[src/rtl/ahb_master_seq_if.sv]
// AHB-Lite bus bundle between the transfer sequencer (master side) and the
// slave/bridge port it drives.
interface ahb_master_seq_if #(
  parameter int ADDR_W = 32,
  parameter int DATA_W = 32
);
  logic [ADDR_W-1:0] Haddr;
  logic [1:0]        Htrans;
  logic              Hwrite;
  logic [2:0]        Hsize;
  logic [2:0]        Hburst;
  logic [DATA_W-1:0] Hwdata;
  logic              Hreadyin;
  logic              Hreadyout;
  logic [1:0]        Hresp;
  logic [DATA_W-1:0] Hrdata;

  modport master (
    output Haddr, Htrans, Hwrite, Hsize, Hburst, Hwdata, Hreadyin,
    input  Hreadyout, Hresp, Hrdata
  );

  modport slave (
    input  Haddr, Htrans, Hwrite, Hsize, Hburst, Hwdata, Hreadyin,
    output Hreadyout, Hresp, Hrdata
  );
endinterface

[src/rtl/ahb_master_seq.sv]
// AHB-Lite master transfer sequencer: turns one command (SINGLE, INCR4/8,
// WRAP4/8, read or write) into a pipelined address/data-phase sequence.
module ahb_master_seq #(
  parameter int ADDR_W = 32,
  parameter int DATA_W = 32
) (
  input  logic              Hclk,
  input  logic              Hresetn,
  input  logic              cmd_valid,
  output logic              cmd_ready,
  input  logic              cmd_write,
  input  logic [ADDR_W-1:0] cmd_addr,
  input  logic [2:0]        cmd_burst,
  input  logic [1:0]        cmd_size,
  input  logic [DATA_W-1:0] wr_data,
  output logic              wr_pop,
  output logic [DATA_W-1:0] rd_data,
  output logic              rd_valid,
  output logic              done,
  output logic              err,
  output logic [2:0]        fsm_state,
  ahb_master_seq_if.master  bus
);

  localparam logic [1:0] TR_IDLE   = 2'b00;
  localparam logic [1:0] TR_NONSEQ = 2'b10;
  localparam logic [1:0] TR_SEQ    = 2'b11;
  localparam logic [1:0] RESP_OKAY = 2'b00;
  localparam logic [1:0] RESP_ERR  = 2'b01;

  typedef enum logic [2:0] {
    S_IDLE  = 3'd0,
    S_ADDR  = 3'd1,
    S_BURST = 3'd2,
    S_LAST  = 3'd3,
    S_ERR   = 3'd4
  } state_t;

  state_t      state;
  logic [3:0]  beats_left;
  logic [3:0]  burst_len;
  logic        wrap;
  logic        dp_valid;

  logic [3:0]        cmd_len;
  logic              cmd_wrap;
  logic [ADDR_W-1:0] cmd_aligned;
  logic [ADDR_W-1:0] step;
  logic [ADDR_W-1:0] wrap_mask;
  logic [ADDR_W-1:0] incr_next;
  logic [ADDR_W-1:0] next_addr;
  logic              addr_ok;
  logic              dp_err;
  logic              dp_done;

  // Command handshake: a command transfers on the rising edge where
  // cmd_valid && cmd_ready; cmd_ready is high only while the sequencer is idle.
  assign cmd_ready = (state == S_IDLE);
  assign fsm_state = state;

  always_comb begin
    cmd_len  = 4'd1;
    cmd_wrap = 1'b0;
    case (cmd_burst)
      3'b010: begin cmd_len = 4'd4; cmd_wrap = 1'b1; end
      3'b011: begin cmd_len = 4'd4; cmd_wrap = 1'b0; end
      3'b100: begin cmd_len = 4'd8; cmd_wrap = 1'b1; end
      3'b101: begin cmd_len = 4'd8; cmd_wrap = 1'b0; end
      default: begin cmd_len = 4'd1; cmd_wrap = 1'b0; end
    endcase
  end

  assign cmd_aligned = cmd_addr & ~((ADDR_W'(1) << cmd_size) - ADDR_W'(1));

  // Wrap boundary is beats*step bytes; only the bits under it roll over.
  assign step      = ADDR_W'(1) << bus.Hsize;
  assign wrap_mask = (ADDR_W'(burst_len) << bus.Hsize) - ADDR_W'(1);
  assign incr_next = bus.Haddr + step;
  assign next_addr = wrap ? ((bus.Haddr & ~wrap_mask) | (incr_next & wrap_mask))
                          : incr_next;

  assign dp_err  = dp_valid && (bus.Hresp == RESP_ERR);
  assign dp_done = dp_valid && bus.Hreadyout && (bus.Hresp == RESP_OKAY);
  assign addr_ok = (state == S_ADDR || state == S_BURST) &&
                   (bus.Htrans != TR_IDLE) && bus.Hreadyout && !dp_err;
  assign wr_pop  = addr_ok && bus.Hwrite;

  always_ff @(posedge Hclk or negedge Hresetn) begin
    if (!Hresetn) begin
      state        <= S_IDLE;
      beats_left   <= 4'd0;
      burst_len    <= 4'd0;
      wrap         <= 1'b0;
      dp_valid     <= 1'b0;
      bus.Haddr    <= '0;
      bus.Htrans   <= TR_IDLE;
      bus.Hwrite   <= 1'b0;
      bus.Hsize    <= 3'd0;
      bus.Hburst   <= 3'd0;
      bus.Hwdata   <= '0;
      bus.Hreadyin <= 1'b0;
      rd_data      <= '0;
      rd_valid     <= 1'b0;
      done         <= 1'b0;
      err          <= 1'b0;
    end else begin
      bus.Hreadyin <= 1'b1;
      rd_valid     <= 1'b0;
      done         <= 1'b0;
      err          <= 1'b0;

      if (dp_done && !bus.Hwrite) begin
        rd_data  <= bus.Hrdata;
        rd_valid <= 1'b1;
      end

      case (state)
        S_IDLE: begin
          if (cmd_valid) begin
            bus.Haddr  <= cmd_aligned;
            bus.Htrans <= TR_NONSEQ;
            bus.Hwrite <= cmd_write;
            bus.Hsize  <= {1'b0, cmd_size};
            bus.Hburst <= cmd_burst;
            burst_len  <= cmd_len;
            beats_left <= cmd_len;
            wrap       <= cmd_wrap;
            dp_valid   <= 1'b0;
            state      <= S_ADDR;
          end
        end

        S_ADDR, S_BURST, S_LAST: begin
          if (dp_err) begin
            // Pending address is dropped whether or not the slave took it.
            bus.Htrans <= TR_IDLE;
            if (bus.Hreadyout) begin
              done     <= 1'b1;
              err      <= 1'b1;
              dp_valid <= 1'b0;
              state    <= S_IDLE;
            end else begin
              state <= S_ERR;
            end
          end else if (addr_ok) begin
            dp_valid <= 1'b1;
            if (bus.Hwrite) bus.Hwdata <= wr_data;
            if (beats_left == 4'd1) begin
              bus.Htrans <= TR_IDLE;
              state      <= S_LAST;
            end else begin
              bus.Haddr  <= next_addr;
              bus.Htrans <= (!wrap && next_addr[9:0] == 10'd0) ? TR_NONSEQ : TR_SEQ;
              beats_left <= beats_left - 4'd1;
              state      <= S_BURST;
            end
          end else if (state == S_LAST && dp_done) begin
            done     <= 1'b1;
            dp_valid <= 1'b0;
            state    <= S_IDLE;
          end
        end

        S_ERR: begin
          if (bus.Hreadyout) begin
            done     <= 1'b1;
            err      <= 1'b1;
            dp_valid <= 1'b0;
            state    <= S_IDLE;
          end
        end

        default: state <= S_IDLE;
      endcase
    end
  end

endmodule

[src/flat_wrapper.sv]
// flat-port wrapper written by rule: the top's interface ports become plain ports
module ahb_master_seq_flat 
#(
  parameter int ADDR_W = 32,
  parameter int DATA_W = 32
)
  (Hclk, Hresetn, cmd_valid, cmd_ready, cmd_write, cmd_addr, cmd_burst, cmd_size, wr_data, wr_pop, rd_data, rd_valid, done, err, fsm_state, bus_Haddr, bus_Htrans, bus_Hwrite, bus_Hsize, bus_Hburst, bus_Hwdata, bus_Hreadyin, bus_Hreadyout, bus_Hresp, bus_Hrdata);
  ahb_master_seq_if #(.ADDR_W(ADDR_W), .DATA_W(DATA_W)) bus_i ();
  input  logic Hclk;
  input  logic Hresetn;
  input  logic cmd_valid;
  output logic cmd_ready;
  input  logic cmd_write;
  input  logic [ADDR_W-1:0] cmd_addr;
  input  logic [2:0] cmd_burst;
  input  logic [1:0] cmd_size;
  input  logic [DATA_W-1:0] wr_data;
  output logic wr_pop;
  output logic [DATA_W-1:0] rd_data;
  output logic rd_valid;
  output logic done;
  output logic err;
  output logic [2:0] fsm_state;
  output wire logic [$bits(bus_i.Haddr)-1:0] bus_Haddr;
  output wire logic [$bits(bus_i.Htrans)-1:0] bus_Htrans;
  output wire logic [$bits(bus_i.Hwrite)-1:0] bus_Hwrite;
  output wire logic [$bits(bus_i.Hsize)-1:0] bus_Hsize;
  output wire logic [$bits(bus_i.Hburst)-1:0] bus_Hburst;
  output wire logic [$bits(bus_i.Hwdata)-1:0] bus_Hwdata;
  output wire logic [$bits(bus_i.Hreadyin)-1:0] bus_Hreadyin;
  input wire logic [$bits(bus_i.Hreadyout)-1:0] bus_Hreadyout;
  input wire logic [$bits(bus_i.Hresp)-1:0] bus_Hresp;
  input wire logic [$bits(bus_i.Hrdata)-1:0] bus_Hrdata;
  assign bus_Haddr = bus_i.Haddr;
  assign bus_Htrans = bus_i.Htrans;
  assign bus_Hwrite = bus_i.Hwrite;
  assign bus_Hsize = bus_i.Hsize;
  assign bus_Hburst = bus_i.Hburst;
  assign bus_Hwdata = bus_i.Hwdata;
  assign bus_Hreadyin = bus_i.Hreadyin;
  assign bus_i.Hreadyout = bus_Hreadyout;
  assign bus_i.Hresp = bus_Hresp;
  assign bus_i.Hrdata = bus_Hrdata;
  ahb_master_seq #(.ADDR_W(ADDR_W), .DATA_W(DATA_W)) u_core (.Hclk(Hclk), .Hresetn(Hresetn), .cmd_valid(cmd_valid), .cmd_ready(cmd_ready), .cmd_write(cmd_write), .cmd_addr(cmd_addr), .cmd_burst(cmd_burst), .cmd_size(cmd_size), .wr_data(wr_data), .wr_pop(wr_pop), .rd_data(rd_data), .rd_valid(rd_valid), .done(done), .err(err), .fsm_state(fsm_state), .bus(bus_i));
endmodule
[config.mk]
export PLATFORM = sky130hd
export DESIGN_NAME = ahb_master_seq_flat
export DESIGN_NICKNAME = d
export VERILOG_FILES = /design/src/rtl/ahb_master_seq_if.sv /design/src/rtl/ahb_master_seq.sv /design/src/flat_wrapper.sv
export SDC_FILE = /design/constraint.sdc
export NUM_CORES = 1
export LEC_CHECK = 0
export ABC_AREA = 1
export CORE_UTILIZATION = 46
export DETAILED_ROUTE_END_ITERATION = 16
export PLACE_DENSITY = 0.81
export SLEW_MARGIN = 5
export SYNTH_ARGS = -nofsm -noshare
export SYNTH_HDL_FRONTEND = slang
export SYNTH_SLANG_ARGS = --single-unit
[constraint.sdc]
create_clock -name Hclk -period 2.5 [get_ports Hclk]
set_input_delay 0.25 -clock Hclk [delete_from_list [all_inputs] [get_ports Hclk]]
set_output_delay 0.25 -clock Hclk [all_outputs]
set_load 0.03 [all_outputs]
==> images/sizing.png <==
(2 px per um)
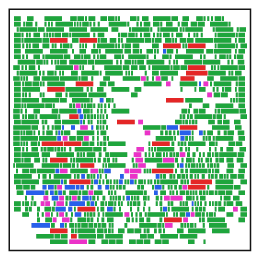
[magenta] x3 and x4 | cells: 44 | share: 4.0%
[red] x6 and larger | cells: 26 | share: 2.4%
[blue] x2 | cells: 53 | share: 4.9%
[green] x1 and smaller | cells: 968 | share: 89%
number of signal-net buffers in the layout: 242
final std cell area, no fill: 9620 um2
layout-stage area growth over the synthesis result: 50.4%

==> images/closeup.png <==
Region (35, 59) to (85, 109) um. Cells in grey, sequential cells in the stronger grey; small squares are vias.
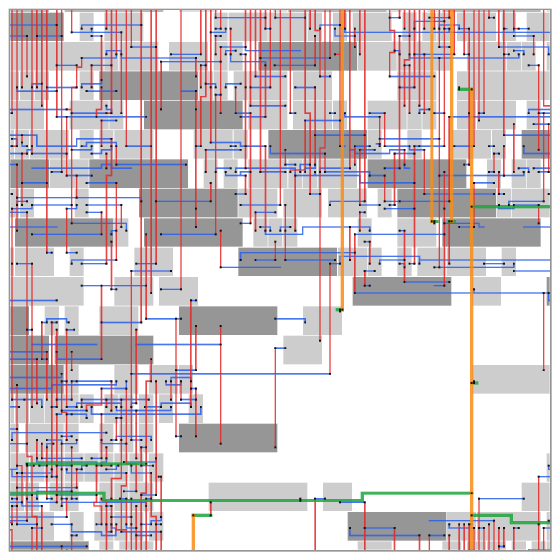
[green] M3
[red] M2
[blue] M1
[orange] M4
sequential cells in the window: 19
most frequent: nand2_1 (68), clkdlybuf4s50_1 (41), dfrtp_1 (19)
netlist names of flops here include: u_core.bus.Hwdata (10), u_core.rd_data (4)
cells with their middle in the window: 168

==> impl.org <==
* Flow results

** Run
- Number of max-cap violations :: 0

** Final timing
- Largest clock skew in the final design :: 0.00618 ns
- Unrepaired setup endpoints after global routing :: true
- Final tally of setup violations :: 0
- For the finished layout, the period the worst path requires is 2.38 ns.

** GRT
- Entering global routing, the biggest net connects ~43 pins.
- After global routing the overflow that remains totals 0.
- Global route summary, busiest routing layer listed as met2.
- The initial antenna violation count was 0.

** Cells and area
- The top cell type in the final layout, fill and taps aside, is sky130_fd_sc_hd__nand2_1.
- Multi-input gates :: 622
- Combined area of the multi-input logic cells :: 3070 um2

** Pwr
- The power report lists cell-internal power as 7630 uW.
- The clock network power reported by the tool is 2690 uW.
- Switching share of total power :: 0.462
- Of the total power, the clock network draws 0.190.
- In this run the VDD rail shows a maximum IR drop of 0.903 mV.
- Combinational share of power :: 0.552

** Clock network
- The clock passes through at most 2 buffers.
- TritonCTS reports the number of clock sinks as 120.

** Floorplanning
- Initial Util :: 0.477
- Die x size :: 120 um

** Detailed routing
- The script parses the final routing iteration and logs DRC violations as 0.
- DR vias :: 6,514
- The first TritonRoute pass finished after 6 iterations.
- Once iteration 0 of detailed routing completed, the report listed 504 DRC markers.

** Worst setup path
- Cell class contributing the biggest share of worst-path delay :: simple AND/OR/NAND/NOR gates
- Among the stages of the critical path, the cell type that occurs most often is sky130_fd_sc_hd__nand2_1.
- Reg2reg setup slack :: 0.12 ns
- Tracing the worst setup path back leads to its startpoint at u_core.bus.Hsize[0].
- Cell type of the slowest stage on the worst timing path :: sky130_fd_sc_hd__dfrtp_2
- The critical path is of the reg2reg type.

** Hold path
- Looking at the hold checks, the worst path lands on u_core.rd_data[31].

** Synth
- Chip area from the yosys synthesis statistics :: 6400 um2
- Fraction of synthesized cell area taken by the top area cell type :: 0.469

** Placed design
- DP Worst Slack :: 0.0360 ns
- Final weighted congestion of routability-driven global placement :: approximately 0.93

** Outcome
- The flow ran to the end, and the final reports show no timing, DRC or antenna violations.
==> images/placed.png <==
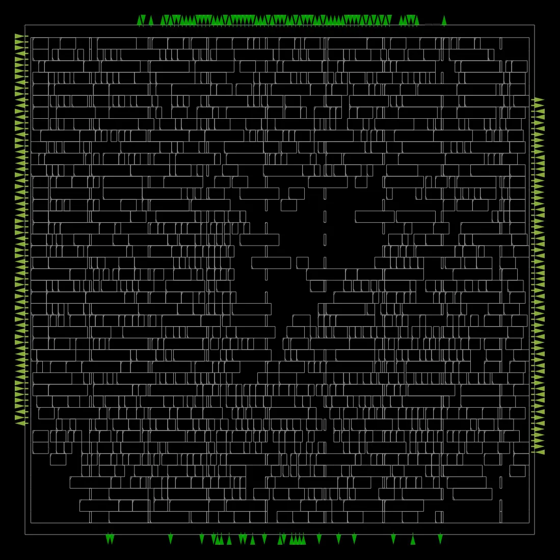
tally of filler cells in the layout: 1,046
number of well taps: 176
core utilization of the finished layout: 0.718
Core Rows: 42
placeable core area: 13,400 um2

[what timing repair did]
item,4_1_cts,5_1_grt
hold buffers,1,0
setup endpoints to repair,0,16
setup buffers,0,7
gates resized,0,27
endpoints found under the hold margin,39,0
[per-stage QoR]
stage                     total power (uW)  cells
after floorplan                       8360    843
after global placement               11000   1228
after detailed placement             11200   1228
after CTS                            13900   1260
after global routing                 15100   1267
final                                14200   1267
[cell families (layout without fill, tap and decap cells)]
kind of cell             after synthesis  count (layout)  share of synthesized area
flip-flops                           120             120                      0.469
AND/OR/NAND/NOR                      488             488                      0.320
adder cells (fa/ha/maj)               11              11                     0.0227
XOR/XNOR                              14              14                     0.0192
buffers and inverters                101             349                     0.0671
AND-OR/OR-AND                        107             107                      0.101
other                                  2               2                    0.00117
Power is estimated from default activity; no workload was simulated.
